## src/rtl/code_link_pkg.sv

```systemverilog
// Frame-format constants and types shared by both ends of the 8-bit serial
// keypad-code link. The transmitter uses the same package.
//   CODE_W     : bits per frame, sent MSB first
//   VALID_BIT  : bit that is 1 in every valid code (first bit on the line)
//   rx_state_e : receiver frame FSM states
//   maj3       : 2-of-3 majority used by the bit voter
package code_link_pkg;

  localparam int CODE_W    = 8;
  localparam int VALID_BIT = 7;

  typedef enum logic [2:0] {
    IDLE,
    ARMED,
    START,
    DATA,
    DONE
  } rx_state_e;

  function automatic logic maj3(input logic a, input logic b, input logic c);
    return (a & b) | (a & c) | (b & c);
  endfunction

endpackage

```

## src/rtl/code_receiver_if.sv

```systemverilog
// Signal bundle between the line front end / code consumer and the receiver.
//   serial_in  : raw serial line, idle low
//   code       : last good code received (bit7 = first bit on the line)
//   code_valid : one-cycle pulse when code updates
//   frame_err  : one-cycle pulse when a start edge fails its mid-bit check
//   busy       : receiver is inside a frame
// master = line driver / code consumer side, slave = receiver.
interface code_receiver_if;
  import code_link_pkg::*;

  logic              serial_in;
  logic [CODE_W-1:0] code;
  logic              code_valid;
  logic              frame_err;
  logic              busy;

  modport master (
    output serial_in,
    input  code, code_valid, frame_err, busy
  );

  modport slave (
    input  serial_in,
    output code, code_valid, frame_err, busy
  );

endinterface

```

## src/rtl/rx_bit_sampler.sv

```systemverilog
// Front end of the code receiver: brings the asynchronous serial line into the
// clk domain and produces the per-cycle signals the frame FSM decides on.
//   clk, reset : system clock, synchronous active-high reset
//   serial_in  : asynchronous serial line
//   s_in       : synchronized line
//   rise       : s_in is 1 now and was 0 one cycle ago
//   vote       : majority of s_in over the current and two previous cycles;
//                sampled by the FSM when its bit counter sits at HALF+1, which
//                makes the window counts HALF-1, HALF, HALF+1
module rx_bit_sampler
  import code_link_pkg::*;
(
  input  logic clk,
  input  logic reset,
  input  logic serial_in,
  output logic s_in,
  output logic rise,
  output logic vote
);

  // sync_q[1] is the synchronized line; sync_q[0] is the metastability stage.
  logic [1:0] sync_q, sync_d;
  // hist_q[0] = s_in one cycle old, hist_q[1] = s_in two cycles old.
  logic [1:0] hist_q, hist_d;

  always_comb begin
    sync_d = {sync_q[0], serial_in};
    hist_d = {hist_q[0], sync_q[1]};
  end

  // NOTE: sequential state uses non-blocking assignments so every flop samples
  // the pre-edge value of its inputs regardless of statement order.
  always_ff @(posedge clk) begin
    if (reset) begin
      sync_q <= '0;
      hist_q <= '0;
    end else begin
      sync_q <= sync_d;
      hist_q <= hist_d;
    end
  end

  assign s_in = sync_q[1];
  assign rise = sync_q[1] & ~hist_q[0];
  assign vote = maj3(sync_q[1], hist_q[0], hist_q[1]);

endmodule

```

## src/rtl/code_receiver.sv

```systemverilog
// Receive end of the 8-bit serial keypad-code link. Waits for the line to be
// low for IDLE_BITS bit periods, locks to the next rising edge, checks the
// start bit at mid-bit, then majority-votes the remaining seven bits and
// presents the code with a one-cycle valid strobe.
//   clk, reset : system clock, synchronous active-high reset
//   bus        : code_receiver_if slave (serial_in in; code, code_valid,
//                frame_err, busy out)
// Parameters:
//   CLKS_PER_BIT : clk cycles per bit period (even, >= 8)
//   IDLE_BITS    : low bit periods required before a start edge is accepted
module code_receiver
  import code_link_pkg::*;
#(
  parameter int CLKS_PER_BIT = 16,
  parameter int IDLE_BITS    = 2
) (
  input  logic             clk,
  input  logic             reset,
  code_receiver_if.slave   bus
);

  localparam int HALF     = CLKS_PER_BIT / 2;
  localparam int IDLE_LEN = IDLE_BITS * CLKS_PER_BIT;
  localparam int CNT_W    = $clog2(CLKS_PER_BIT);
  localparam int GAP_W    = $clog2(IDLE_LEN + 1);
  localparam int IDX_W    = $clog2(CODE_W);

  localparam logic [CNT_W-1:0] CNT_LAST = CNT_W'(CLKS_PER_BIT - 1);
  localparam logic [CNT_W-1:0] CNT_VOTE = CNT_W'(HALF + 1);
  localparam logic [GAP_W-1:0] GAP_ARM  = GAP_W'(IDLE_LEN - 1);
  localparam logic [GAP_W-1:0] GAP_SAT  = GAP_W'(IDLE_LEN);
  localparam logic [IDX_W-1:0] IDX_LAST = IDX_W'(CODE_W - 1);

  logic s_in, rise, vote;

  rx_bit_sampler u_sampler (
    .clk       (clk),
    .reset     (reset),
    .serial_in (bus.serial_in),
    .s_in      (s_in),
    .rise      (rise),
    .vote      (vote)
  );

  rx_state_e         state_q, state_d;
  logic [CNT_W-1:0]  cnt_q, cnt_d;
  logic [GAP_W-1:0]  gap_q, gap_d;
  logic [IDX_W-1:0]  bit_idx_q, bit_idx_d;
  logic [CODE_W-1:0] shift_q, shift_d;
  logic [CODE_W-1:0] code_q, code_d;
  logic              busy_q, busy_d;
  logic              frame_err_q, frame_err_d;

  logic [CNT_W-1:0]  cnt_inc;
  logic              vote_pt;

  // Bit-period counter runs freely from the start edge; it never resyncs.
  assign cnt_inc = (cnt_q == CNT_LAST) ? '0 : cnt_q + 1'b1;
  assign vote_pt = (cnt_q == CNT_VOTE);

  // NOTE: every signal gets its hold value before the case statement, so no
  // path through the decode leaves one unassigned and no latch is inferred.
  always_comb begin
    state_d     = state_q;
    cnt_d       = cnt_q;
    gap_d       = gap_q;
    bit_idx_d   = bit_idx_q;
    shift_d     = shift_q;
    code_d      = code_q;
    busy_d      = busy_q;
    frame_err_d = 1'b0;

    case (state_q)
      IDLE: begin
        // Arm only after IDLE_LEN consecutive low samples; a high sample
        // on the arming cycle restarts the count instead of arming.
        if (s_in) begin
          gap_d = '0;
        end else if (gap_q == GAP_ARM) begin
          gap_d   = GAP_SAT;
          state_d = ARMED;
        end else begin
          gap_d = gap_q + 1'b1;
        end
      end

      ARMED: begin
        if (rise) begin
          // The edge cycle is count 0, so the first START cycle is count 1.
          state_d   = START;
          cnt_d     = CNT_W'(1);
          bit_idx_d = '0;
          busy_d    = 1'b1;
        end
      end

      START: begin
        cnt_d = cnt_inc;
        if (vote_pt) begin
          if (vote) begin
            shift_d   = CODE_W'(1);
            bit_idx_d = IDX_W'(1);
            state_d   = DATA;
          end else begin
            frame_err_d = 1'b1;
            busy_d      = 1'b0;
            gap_d       = '0;
            state_d     = IDLE;
          end
        end
      end

      DATA: begin
        cnt_d = cnt_inc;
        if (vote_pt) begin
          shift_d = {shift_q[CODE_W-2:0], vote};
          if (bit_idx_q == IDX_LAST) begin
            // Load the output as DONE is entered so code and code_valid
            // change together.
            code_d  = {shift_q[CODE_W-2:0], vote};
            state_d = DONE;
          end else begin
            bit_idx_d = bit_idx_q + 1'b1;
          end
        end
      end

      DONE: begin
        busy_d  = 1'b0;
        gap_d   = '0;
        state_d = IDLE;
      end

      default: state_d = IDLE;
    endcase
  end

  always_ff @(posedge clk) begin
    if (reset) begin
      state_q     <= IDLE;
      cnt_q       <= '0;
      gap_q       <= '0;
      bit_idx_q   <= '0;
      shift_q     <= '0;
      code_q      <= '0;
      busy_q      <= 1'b0;
      frame_err_q <= 1'b0;
    end else begin
      state_q     <= state_d;
      cnt_q       <= cnt_d;
      gap_q       <= gap_d;
      bit_idx_q   <= bit_idx_d;
      shift_q     <= shift_d;
      code_q      <= code_d;
      busy_q      <= busy_d;
      frame_err_q <= frame_err_d;
    end
  end

  assign bus.code       = code_q;
  assign bus.code_valid = (state_q == DONE);
  assign bus.frame_err  = frame_err_q;
  assign bus.busy       = busy_q;

endmodule
```

## src/flat_wrapper.sv

```systemverilog
// flat-port wrapper written by rule: the top's interface ports become plain ports
module code_receiver_flat import code_link_pkg::*;
#(
  parameter int CLKS_PER_BIT = 16,
  parameter int IDLE_BITS    = 2
)
  (clk, reset, bus_serial_in, bus_code, bus_code_valid, bus_frame_err, bus_busy);
  code_receiver_if bus_i ();
  input  logic clk;
  input  logic reset;
  input wire logic [$bits(bus_i.serial_in)-1:0] bus_serial_in;
  output wire logic [$bits(bus_i.code)-1:0] bus_code;
  output wire logic [$bits(bus_i.code_valid)-1:0] bus_code_valid;
  output wire logic [$bits(bus_i.frame_err)-1:0] bus_frame_err;
  output wire logic [$bits(bus_i.busy)-1:0] bus_busy;
  assign bus_i.serial_in = bus_serial_in;
  assign bus_code = bus_i.code;
  assign bus_code_valid = bus_i.code_valid;
  assign bus_frame_err = bus_i.frame_err;
  assign bus_busy = bus_i.busy;
  code_receiver #(.CLKS_PER_BIT(CLKS_PER_BIT), .IDLE_BITS(IDLE_BITS)) u_core (.clk(clk), .reset(reset), .bus(bus_i));
endmodule
```

## config.mk

```make
export PLATFORM = sky130hd
export DESIGN_NAME = code_receiver_flat
export DESIGN_NICKNAME = d
export VERILOG_FILES = /design/src/rtl/code_link_pkg.sv /design/src/rtl/code_receiver_if.sv /design/src/rtl/rx_bit_sampler.sv /design/src/rtl/code_receiver.sv /design/src/flat_wrapper.sv
export SDC_FILE = /design/constraint.sdc
export NUM_CORES = 1
export LEC_CHECK = 0
export CORE_MARGIN = 1.5
export CORE_UTILIZATION = 30
export DETAILED_ROUTE_END_ITERATION = 8
export PLACE_DENSITY = 0.45
export SLEW_MARGIN = 20
export SYNTH_ARGS = -nofsm -noshare
export SYNTH_HDL_FRONTEND = slang
export SYNTH_HIERARCHICAL = 1
export SYNTH_SLANG_ARGS = --single-unit
export TNS_END_PERCENT = 10
```

## constraint.sdc

```tcl
create_clock -name clk -period 2 [get_ports clk]
set_clock_uncertainty 0.05 [all_clocks]
set_input_delay 0.5 -clock clk [delete_from_list [all_inputs] [get_ports clk]]
set_output_delay 0.5 -clock clk [all_outputs]
set_load 0.05 [all_outputs]
```

==> impl_metrics.csv <==
group,metric,value,unit
placed_design,routabilityCongestion,0.826,
routing,ant_nets,0,
min_path,holdPathEnd,"u_core/u_sampler/sync_q[1]$_SDFF_PP0_",
final_layout,flop-count,37,
sta,fmax,0.529,GHz
final_layout,area_growth_syn_to_layout,20.6,%
synth,flop_cell,"dfxtp_1",
final_layout,instances_no_fill,287,
critical_path,crit_end,"bus_code_valid",
final_layout,diodes,0,
synth,largest_area_cell,"dfxtp_1",
cts,cts_buffer_depth,2,
synth,yosys_cells,194,
final_layout,buffer_area_share,10.5,%
critical_path,r2r_end,"u_core/gap_q[4]$_SDFFE_PP0P_",
final_layout,post-route-util,37.2,%
synth,edf_count,0,
power_and_ir_drop,p_comb_share,3.2,%
cts,h-tree-depth,2,
sta,slew_viol_final,0,
cts,cts_tree,"built",
synth,aoi_share,19.5,%
final_layout,n_clock_buffer,5,
power_and_ir_drop,clock_power,621,uW
run_status,status,"finished clean",
sta,timing.setup.tns,0,ns
power_and_ir_drop,powerSeq,752,uW
critical_path,reg2reg_from,"u_core/u_sampler/sync_q[1]$_SDFF_PP0_",
sta,setup_viol,0,
final_layout,final_cell_mix,"dfxtp_1, buf_4, nor2_1",
synth,mux_area_share,0,%
synth,logic_family,"simple AND/OR/NAND/NOR gates",
final_layout,nNonClkBuffers,26,
critical_path,crit_required,1.45,ns
critical_path,reg2regPathDepth,5,
min_path,hold_path.class,"flip-flop to flip-flop",
placed_design,dp_cells,280,
global_routing,met2_usage,20.2,%
routing,routed_via_density,5.09,
synth,synthTopCellsByArea,"dfxtp_1, a21oi_1, nand3_1, nor2_1, ha_1",
critical_path,worst-path-stages,3,
critical_path,cpPeakStageDelay,0.41,ns
critical_path,crit_buf_inv,1,
power_and_ir_drop,p_int,1130,uW
sta,tightest_slew,0.313,ns
port_trees.png
Drawn at 6 px/um.
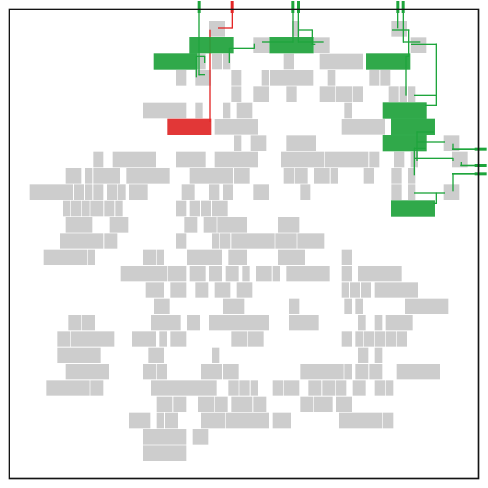
- green: bus_code (bits 8; direction output; edge 5 north, 3 east; end cells 8; wire 141 um)
- red: bus_frame_err (bits 1; direction output; edge north; end cells 1; wire 20.3 um)

class_map.png
Drawn at 4 px/um.
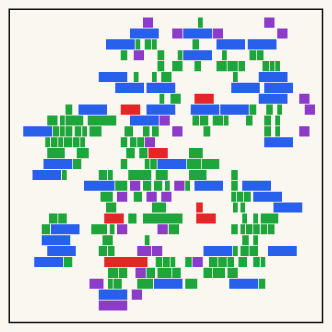
- green: remaining logic cells (cells 145; share of their area 46%)
- red: clock drivers and dummy loads (cells 7; share of their area 5.3%)
- purple: remaining buffers and delay cells (cells 26; share of their area 11%)
- blue: registers (cells 37; share of their area 38%)
Seq area share: 36.5%
core region area: 5470 um2
FP Rows: 27

clock_wires.png
Drawn at 6 px/um.
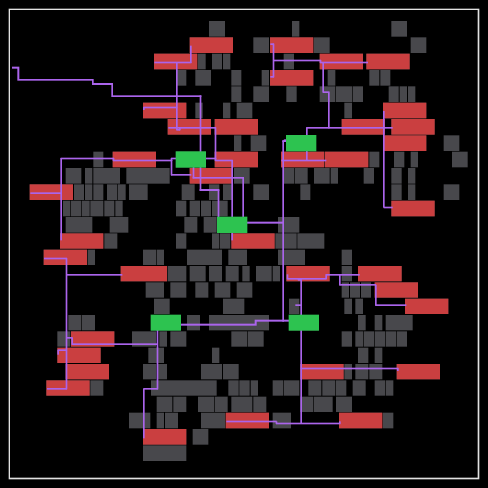
- green: clock-net drivers (count 5)
- purple: clock wires (length 502 um)
- red: flip-flops (count 37)
- routed clock nets: 6
- flops lie: widely spread

m3.png
Drawn at 4 px/um.
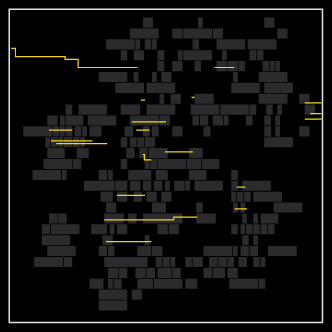
- main direction: horizontal
- wire length on this layer: 147 um
- longest straight run: 17.2 um
- nets with wire on the layer: 12

